<file path="config.mk">
export PLATFORM = sky130hd
export DESIGN_NAME = mem_access_unit
export DESIGN_NICKNAME = d
export VERILOG_FILES = /design/src/rtl/mem_access_unit.sv
export SDC_FILE = /design/constraint.sdc
export NUM_CORES = 1
export LEC_CHECK = 0
export CAP_MARGIN = 30
export CORE_UTILIZATION = 42
export DETAILED_ROUTE_END_ITERATION = 10
export PLACE_DENSITY_LB_ADDON = 0.15
export SLEW_MARGIN = 20
export SYNTH_ARGS = -nofsm -noshare
export SYNTH_HDL_FRONTEND = slang
export SYNTH_SLANG_ARGS = --single-unit
</file>
<file path="constraint.sdc">
create_clock -name clk -period 1.95 [get_ports clk]
set_input_delay 0.39 -clock clk [delete_from_list [all_inputs] [get_ports clk]]
set_output_delay 0.39 -clock clk [all_outputs]
set_load 0.03 [all_outputs]
</file>
<file path="src/rtl/mem_access_unit.sv">
// Load/store initiator for a word-wide, byte-addressed, big-endian data memory.
// Optional STAT_COUNT_EN macro adds ld_cnt/st_cnt completion counters.
module mem_access_unit #(
   parameter int unsigned ADDR_LIMIT = 256
) (
   input  logic        clk,
   input  logic        rst,
   input  logic        req_valid,
   output logic        req_ready,
   input  logic        req_we,
   input  logic [1:0]  req_size,
   input  logic        req_signed,
   input  logic [31:0] req_addr,
   input  logic [31:0] req_wdata,
   output logic        rsp_valid,
   output logic [31:0] rsp_rdata,
   output logic        rsp_err,
   output logic [31:0] mem_A,
   output logic [31:0] mem_WD,
   output logic        mem_WE,
   input  logic [31:0] mem_RD
`ifdef STAT_COUNT_EN
   ,
   output logic [15:0] ld_cnt,
   output logic [15:0] st_cnt
`endif
);

   typedef enum logic [1:0] {IDLE, READ, WRITE, RESP} state_t;

   state_t      state;
   logic        op_we;
   logic [1:0]  op_size;
   logic        op_signed;
   logic [1:0]  op_off;
   logic [15:0] op_wdata;

   logic        req_bad;
   logic [32:0] last_byte;
   logic [7:0]  lane_b;
   logic [15:0] lane_h;
   logic [31:0] load_val;
   logic [31:0] merge_val;

   // Last byte of the aligned word must lie inside the backing memory.
   always_comb begin
      last_byte = {1'b0, req_addr[31:2], 2'b11};
      req_bad   = (req_size == 2'b11)
               || (req_size == 2'b01 && req_addr[0])
               || (req_size == 2'b10 && req_addr[1:0] != 2'b00)
               || (last_byte >= 33'(ADDR_LIMIT));
   end

   always_comb begin
      lane_b    = '0;
      lane_h    = '0;
      load_val  = mem_RD;
      merge_val = mem_RD;
      case (op_off)
         2'd0:    lane_b = mem_RD[31:24];
         2'd1:    lane_b = mem_RD[23:16];
         2'd2:    lane_b = mem_RD[15:8];
         default: lane_b = mem_RD[7:0];
      endcase
      lane_h = op_off[1] ? mem_RD[15:0] : mem_RD[31:16];
      case (op_size)
         2'b00: begin
            load_val = {{24{op_signed & lane_b[7]}}, lane_b};
            case (op_off)
               2'd0:    merge_val[31:24] = op_wdata[7:0];
               2'd1:    merge_val[23:16] = op_wdata[7:0];
               2'd2:    merge_val[15:8]  = op_wdata[7:0];
               default: merge_val[7:0]   = op_wdata[7:0];
            endcase
         end
         2'b01: begin
            load_val = {{16{op_signed & lane_h[15]}}, lane_h};
            if (op_off[1]) merge_val[15:0]  = op_wdata;
            else           merge_val[31:16] = op_wdata;
         end
         default: load_val = mem_RD;
      endcase
   end

   always_ff @(posedge clk) begin
      if (rst) begin
         state     <= IDLE;
         req_ready <= 1'b1;
         rsp_valid <= 1'b0;
         rsp_rdata <= '0;
         rsp_err   <= 1'b0;
         mem_A     <= '0;
         mem_WD    <= '0;
         mem_WE    <= 1'b0;
         op_we     <= 1'b0;
         op_size   <= '0;
         op_signed <= 1'b0;
         op_off    <= '0;
         op_wdata  <= '0;
      end else begin
         case (state)
            IDLE: begin
               if (req_valid) begin
                  op_we     <= req_we;
                  op_size   <= req_size;
                  op_signed <= req_signed;
                  op_off    <= req_addr[1:0];
                  op_wdata  <= req_wdata[15:0];
                  mem_A     <= {req_addr[31:2], 2'b00};
                  req_ready <= 1'b0;
                  if (req_bad) begin
                     rsp_valid <= 1'b1;
                     rsp_err   <= 1'b1;
                     rsp_rdata <= '0;
                     state     <= RESP;
                  end else if (req_we && req_size == 2'b10) begin
                     mem_WD <= req_wdata;
                     mem_WE <= 1'b1;
                     state  <= WRITE;
                  end else begin
                     state <= READ;
                  end
               end
            end
            READ: begin
               if (op_we) begin
                  mem_WD <= merge_val;
                  mem_WE <= 1'b1;
                  state  <= WRITE;
               end else begin
                  rsp_rdata <= load_val;
                  rsp_err   <= 1'b0;
                  rsp_valid <= 1'b1;
                  state     <= RESP;
               end
            end
            WRITE: begin
               mem_WE    <= 1'b0;
               rsp_rdata <= '0;
               rsp_err   <= 1'b0;
               rsp_valid <= 1'b1;
               state     <= RESP;
            end
            default: begin
               rsp_valid <= 1'b0;
               req_ready <= 1'b1;
               state     <= IDLE;
            end
         endcase
      end
   end

`ifdef STAT_COUNT_EN
   always_ff @(posedge clk) begin
      if (rst) begin
         ld_cnt <= '0;
         st_cnt <= '0;
      end else if (state == RESP && !rsp_err) begin
         if (op_we) st_cnt <= st_cnt + 16'd1;
         else       ld_cnt <= ld_cnt + 16'd1;
      end
   end
`endif

endmodule
</file>
==> impl_metrics.py, run 1 <==
# Generated from Yosys and OpenROAD reports
metrics = {
    "outcome": {
        "outcome": "finished with violations",
        "violations": "DRC",
    },
    "place": {
        "place.gp.congestion": 0.897,
    },
    "yosys": {
        "yosys.stat.chipArea_um2": 6350,
        "yosysCellCount": 805,
        "ys_types": 60,
        "simple_gate_area_share_pct": 23.8,
    },
    "worst_setup_path": {
        "worst-path-stages": 9,
        "timing_worst_setup_path_type": "input pin to flip-flop",
        "worst_path_max_delay_cell": "sky130_fd_sc_hd__clkdlybuf4s50_1",
    },
    "finish": {
        "non_clock_buffer_count": 269,
        "combAreaFraction_pct": 36.8,
        "non_clock_buffer_share_pct": 28.5,
        "logic_gate_count": 593,
    },
    "worst_hold_path": {
        "whs_path_cells": 3,
    },
    "job": {
        "max_cap_viol_count": 0,
    },
    "clocking": {
        "cts_resized": 3,
        "tritoncts": "done",
    },
    "global_routing": {
        "globalRoute.totalOverflow": 0,
        "wire_length_of_the_first_global_routing_pass_mm": 33.0,
    },
    "final_timing": {
        "maxSlewHeadroom_pct": 62.8,
    },
    "drt": {
        "drc": 24,
    },
}
-- run 1: per-stage QoR --
| step | cell area [um^2] | hold slack [ns] | total power (W) | setup slack [ns] |
|---|---|---|---|---|
| finish | 9710 | 0.268 | 0.0125 | 0.0409 |
| detailed placement | 8810 | 0.446 | 0.00842 | -0.511 |
| CTS | 9480 | 0.453 | 0.0119 | 0.00191 |
| global route | 9710 | 0.269 | 0.0130 | -0.0847 |
| global placement | 8810 | 0.441 | 0.00841 | -0.451 |
| floorplan | 6360 | 0.432 | 0.00652 | 0.114 |
-- run 1: power breakdown --
part	total, W	switching [W]	internal, W
logic	0.00579	0.00345	0.00234
clock network	0.00349	0.00115	0.00233
registers	0.00319	0.000281	0.00291
total	0.0125	0.00488	0.00758
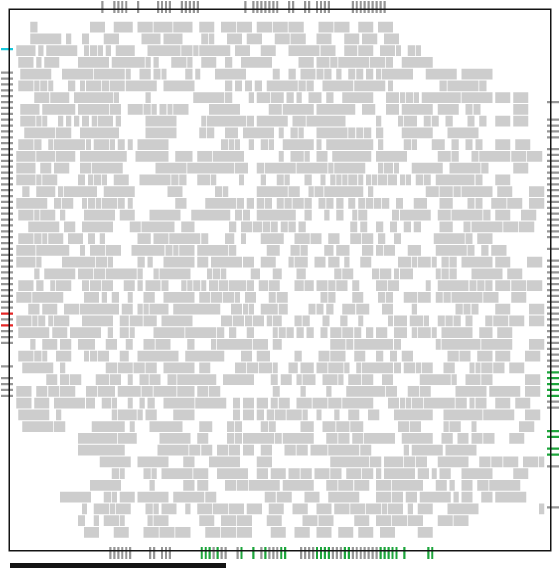
**Above:** run 1 (pin placement).
Bar = 50 um. Pins as bars across the die edge, other pins in gray.
[rsp_rdata] green | pins: 32 | direction: output | edge: 23 bottom, 9 right
[clk] cyan | pins: 1 | direction: input | edge: left
[req_size] red | pins: 2 | direction: input | edge: left
all pins by edge: 56 bottom, 54 right, 53 left, 40 top

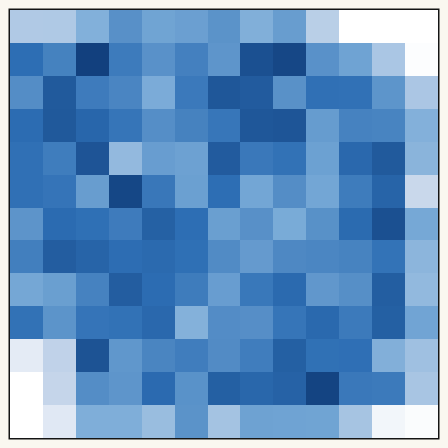
**Above:** run 1 (cell area per tile).
13 x 13 tiles, from white (low) to dark blue (high), 0 to 100% covered.
nearly empty tiles: 3.6%
fullest tile: 93%
mean over tiles: 61%
post-layout utilization of the core: 66.3%
area of the core: 14600 um^2
fraction of the core area occupied by cells at floorplan: 43.4%

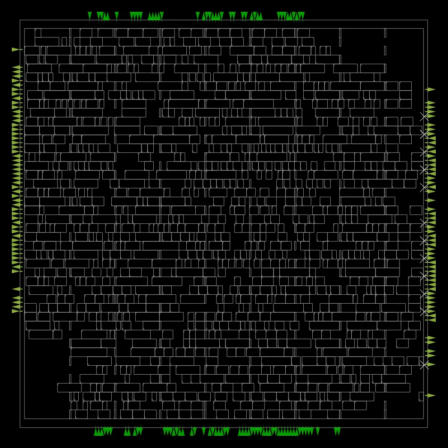
**Above:** run 1 (cell placement).
Well-Tap Cells: 184
non-filler instance count after layout: 1211
FF+latch count: 122
row cnt: 44

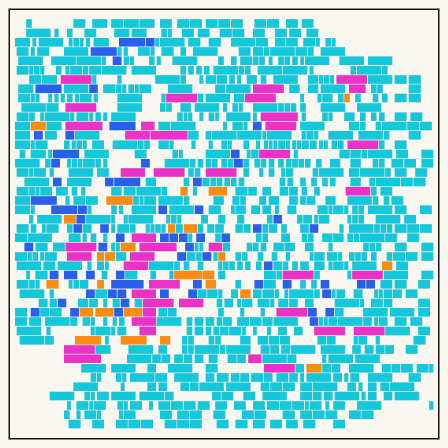
**Above:** run 1 (cells by drive strength).
[x6 and larger] magenta | cells: 42 | most used: clkbuf_16
[x3 and x4] blue | cells: 67 | most used: buf_4
[x2] orange | cells: 26
[x1 and smaller] cyan | cells: 892 | most used: clkdlybuf4s50_1
area of all placed cells without fillers: 9710 um^2
setup slack after layout: 0.0409 ns

## Run 2: what changed since run 1
GPL_ROUTABILITY_DRIVEN = 0   (was not set)
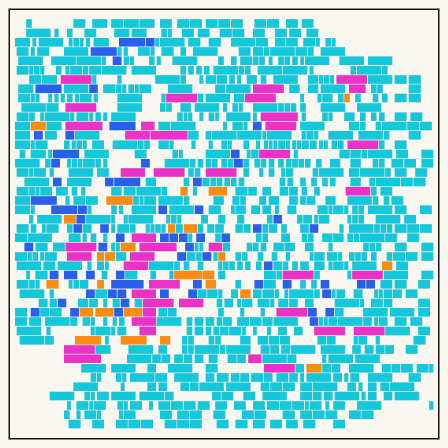
**Above:** run 2 (cells by drive strength).
[x6 and larger] magenta | cells: 42 | most used: clkbuf_16
[x1 and smaller] cyan | cells: 892 | most used: clkdlybuf4s50_1
[x3 and x4] blue | cells: 67 | most used: buf_4
[x2] orange | cells: 26

==> impl_metrics.py, run 2 <==
# Generated from Yosys and OpenROAD reports
metrics = {
    "drt": {
        "totalWireLength_mm": 22.1,
        "route.antenna.remaining_nets": 0,
        "first_iter_violations": 626,
        "via_count": 7027,
        "drc": 24,
    },
    "job": {
        "max_cap_viol_count": 0,
    },
    "pwr": {
        "power_switching_w": 0.00488,
        "power.sequential.fraction_pct": 25.6,
        "netSwitchingFraction_pct": 39.2,
        "power.sequential.total_w": 0.00319,
        "clockPowerShare_pct": 28.0,
        "combinational_power_w": 0.00579,
        "dominant_power_group": "combinational logic",
        "combinationalPowerShare_pct": 46.5,
        "p_clk_w": 0.00349,
        "power.internal_w": 0.00758,
    },
    "clocking": {
        "tritoncts": "done",
        "cts_resized": 3,
        "worstSkewPairLatency_ns": 0.42,
    },
    "worst_setup_path": {
        "timing_worst_setup_path_type": "input pin to flip-flop",
        "worst_path_max_delay_cell": "sky130_fd_sc_hd__clkdlybuf4s50_1",
        "r2r-start": "state[0]",
        "worst-path-stages": 9,
        "worstSetupEndpoint": "mem_WD[31]",
    },
    "outcome": {
        "violations": "DRC",
        "outcome": "finished with violations",
    },
    "global_routing": {
        "wire_length_of_the_first_global_routing_pass_mm": 33.0,
        "globalRoute.totalOverflow": 0,
        "globalRouteMet1Util_pct": 33.7,
    },
    "final_timing": {
        "maxSlewHeadroom_pct": 62.8,
        "tightest_hold_margin_ns": 0.268,
        "finalSetupTns_ns": 0,
        "hold_viol_final": 0,
    },
    "yosys": {
        "yosysCellCount": 805,
        "ys_types": 60,
        "simple_gate_area_share_pct": 23.8,
    },
    "worst_hold_path": {
        "min-delay-start": "req_addr[12]",
        "whs_path_cells": 3,
    },
    "die": {
        "initial_utilization_pct": 43.4,
        "fp-row-count": 44,
        "core_um2": 14600,
    },
    "finish": {
        "mostFrequentLayoutCell": "sky130_fd_sc_hd__clkdlybuf4s50_1",
        "area_growth_syn_to_fin_pct": 52.7,
        "post_layout_utilization_of_the_core_pct": 66.3,
        "finish.net_count": 1121,
    },
}
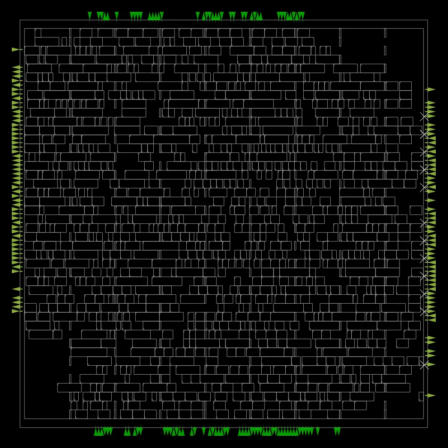
**Above:** run 2 (cell placement).
filler cell count in the final layout: 1241
fraction of standard cell area that is sequential: 25.2%

==> run 2: cell counts after synthesis <==
No cell type changed its count.
==> run 2: metrics by stage <==
step / setup slack, ns / total power (W) / area, um^2 / instances
floorplan: 0.114 / 0.00652 / 6360 / 806
global placement: -0.451 / 0.00841 / 8810 / 1170
detailed placement: -0.511 / 0.00842 / 8810 / 1170
CTS: 0.00191 / 0.0119 / 9480 / 1202
global route: -0.0847 / 0.0130 / 9710 / 1211
finish: 0.0409 / 0.0125 / 9710 / 1211
==> run 2: layout make-up <==
class | count | area [um^2]
multi-input combinational | 593 | 3570
clock inverter | 11 | 193
tap | 184 | 230
fill | 1241 | 4940
inverter | 11 | 41.3
sequential | 122 | 2450
timing repair buffer | 269 | 2770
clock buffer | 21 | 460
**Run 2: close-up of the layout**

Region (84, 84) to (104, 104) um. Cells in gray, sequential cells in the stronger gray; small squares are vias.
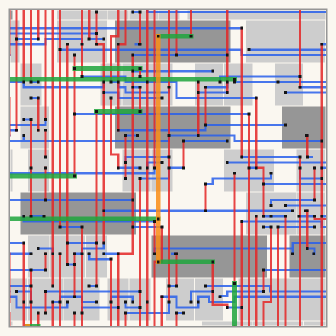

## Run 3: what changed since run 2
CORE_UTILIZATION = 51   (was 42)
CTS_CLUSTER_DIAMETER = 30   (was not set)
clock period = 2.3 ns   (was 1.95 ns; I/O delays follow)
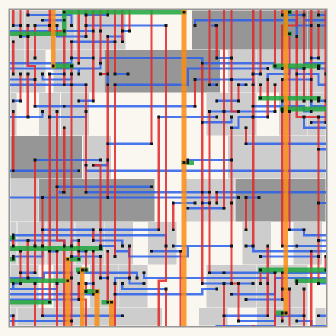
**Above:** run 3 (close-up of the layout).
Region (75, 75) to (95, 95) um. Cells in gray, sequential cells in the stronger gray; small squares are vias.
[M4] orange
[M1] blue
[M2] red
[M3] green
netlist names of flops here include: mem_WD (3), op_wdata (2)
cells with their middle in the window: 35
most frequent: nand3_1 (10), o2111ai_1 (7), a21oi_1 (6)
sequential cells in the window: 5

==> impl_metrics.py, run 3 <==
# Generated from Yosys and OpenROAD reports
metrics = {
    "outcome": {
        "outcome": "finished clean",
    },
    "finish": {
        "area_growth_syn_to_fin_pct": 42.4,
        "post_layout_utilization_of_the_core_pct": 75.0,
        "fill_cells": 886,
        "non_filler_instance_count_after_layout": 1150,
        "finish.net_count": 1079,
    },
    "clocking": {
        "cts_resized": 0,
        "worstSkewPairLatency_ns": 0.41,
    },
    "drt": {
        "route.antenna.remaining_nets": 0,
        "first_iter_violations": 868,
        "via_count": 7000,
        "drc": 0,
    },
    "final_timing": {
        "hold_viol_final": 0,
        "tightest_hold_margin_ns": 0.451,
        "post-route-worst-setup-slack_ns": 0.156,
        "maxSlewHeadroom_pct": 52.0,
    },
    "global_routing": {
        "wire_length_of_the_first_global_routing_pass_mm": 33.8,
        "globalRouteMet1Util_pct": 38.5,
    },
    "pwr": {
        "combinationalPowerShare_pct": 46.0,
        "dominant_power_group": "combinational logic",
        "power.internal_w": 0.00553,
        "p_clk_w": 0.00234,
        "combinational_power_w": 0.00431,
        "finalPower_w": 0.00938,
        "clockPowerShare_pct": 24.9,
    },
    "worst_hold_path": {
        "min-delay-start": "mem_A[22]",
        "whs_path_cells": 2,
    },
    "place": {
        "place.detailed.instances": 1121,
        "cell_area_placed_um2": 8530,
    },
    "job": {
        "max_cap_viol_count": 0,
    },
    "yosys": {
        "yosysCellCount": 805,
        "ys_types": 60,
        "yosys.stat.chipArea_um2": 6350,
    },
}
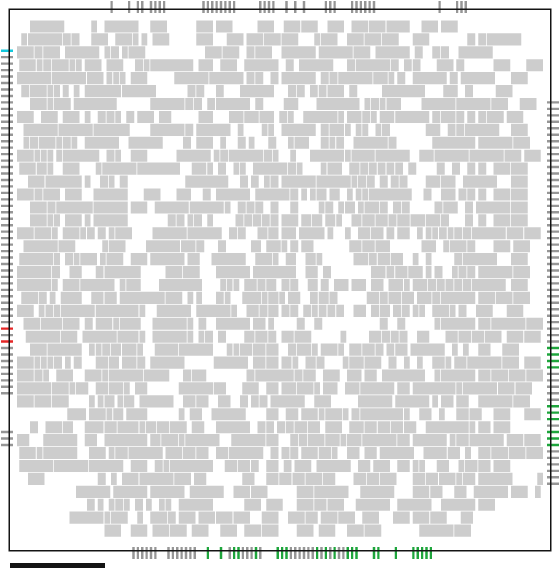
**Above:** run 3 (pin placement).
Bar = 20 um. Pins as bars across the die edge, other pins in gray.
[clk] cyan | pins: 1 | direction: input | edge: left
[req_size] red | pins: 2 | direction: input | edge: left
[rsp_rdata] green | pins: 32 | direction: output | edge: 22 bottom, 10 right
all pins by edge: 60 right, 57 left, 50 bottom, 36 top

## run 3: layout make-up
cell class              count  area [um^2]  area share [%]
inverters                  11         41.3           0.456
multi-input cells         593         3520            39.0
repair buffers            227         2310            25.6
clock buffers              26          499            5.52
clock inverters             3         15.0           0.166
well taps                 168          210            2.32
flip-flops and latches    122         2440            27.0
## run 3: logic make-up after synthesis
kind of cell               count (synthesis)
muxes                                     11
and+or+nand+nor                          293
adders and majority gates                  4
buffers and inverters                     91
DFF                                      122
other                                      1
AOI/OAI and AO/OA                        283
## run 3: worst max path at each step
stage | endpoint | depth (start not counted)
after CTS | mem_WE | 7
after detailed placement | mem_WE | 7
after floorplan | rsp_rdata[10] | 6
final | mem_WE | 7
after global routing | mem_WD[28] | 8
after global placement | mem_WE | 7
Power and IR drop assume default switching activity.
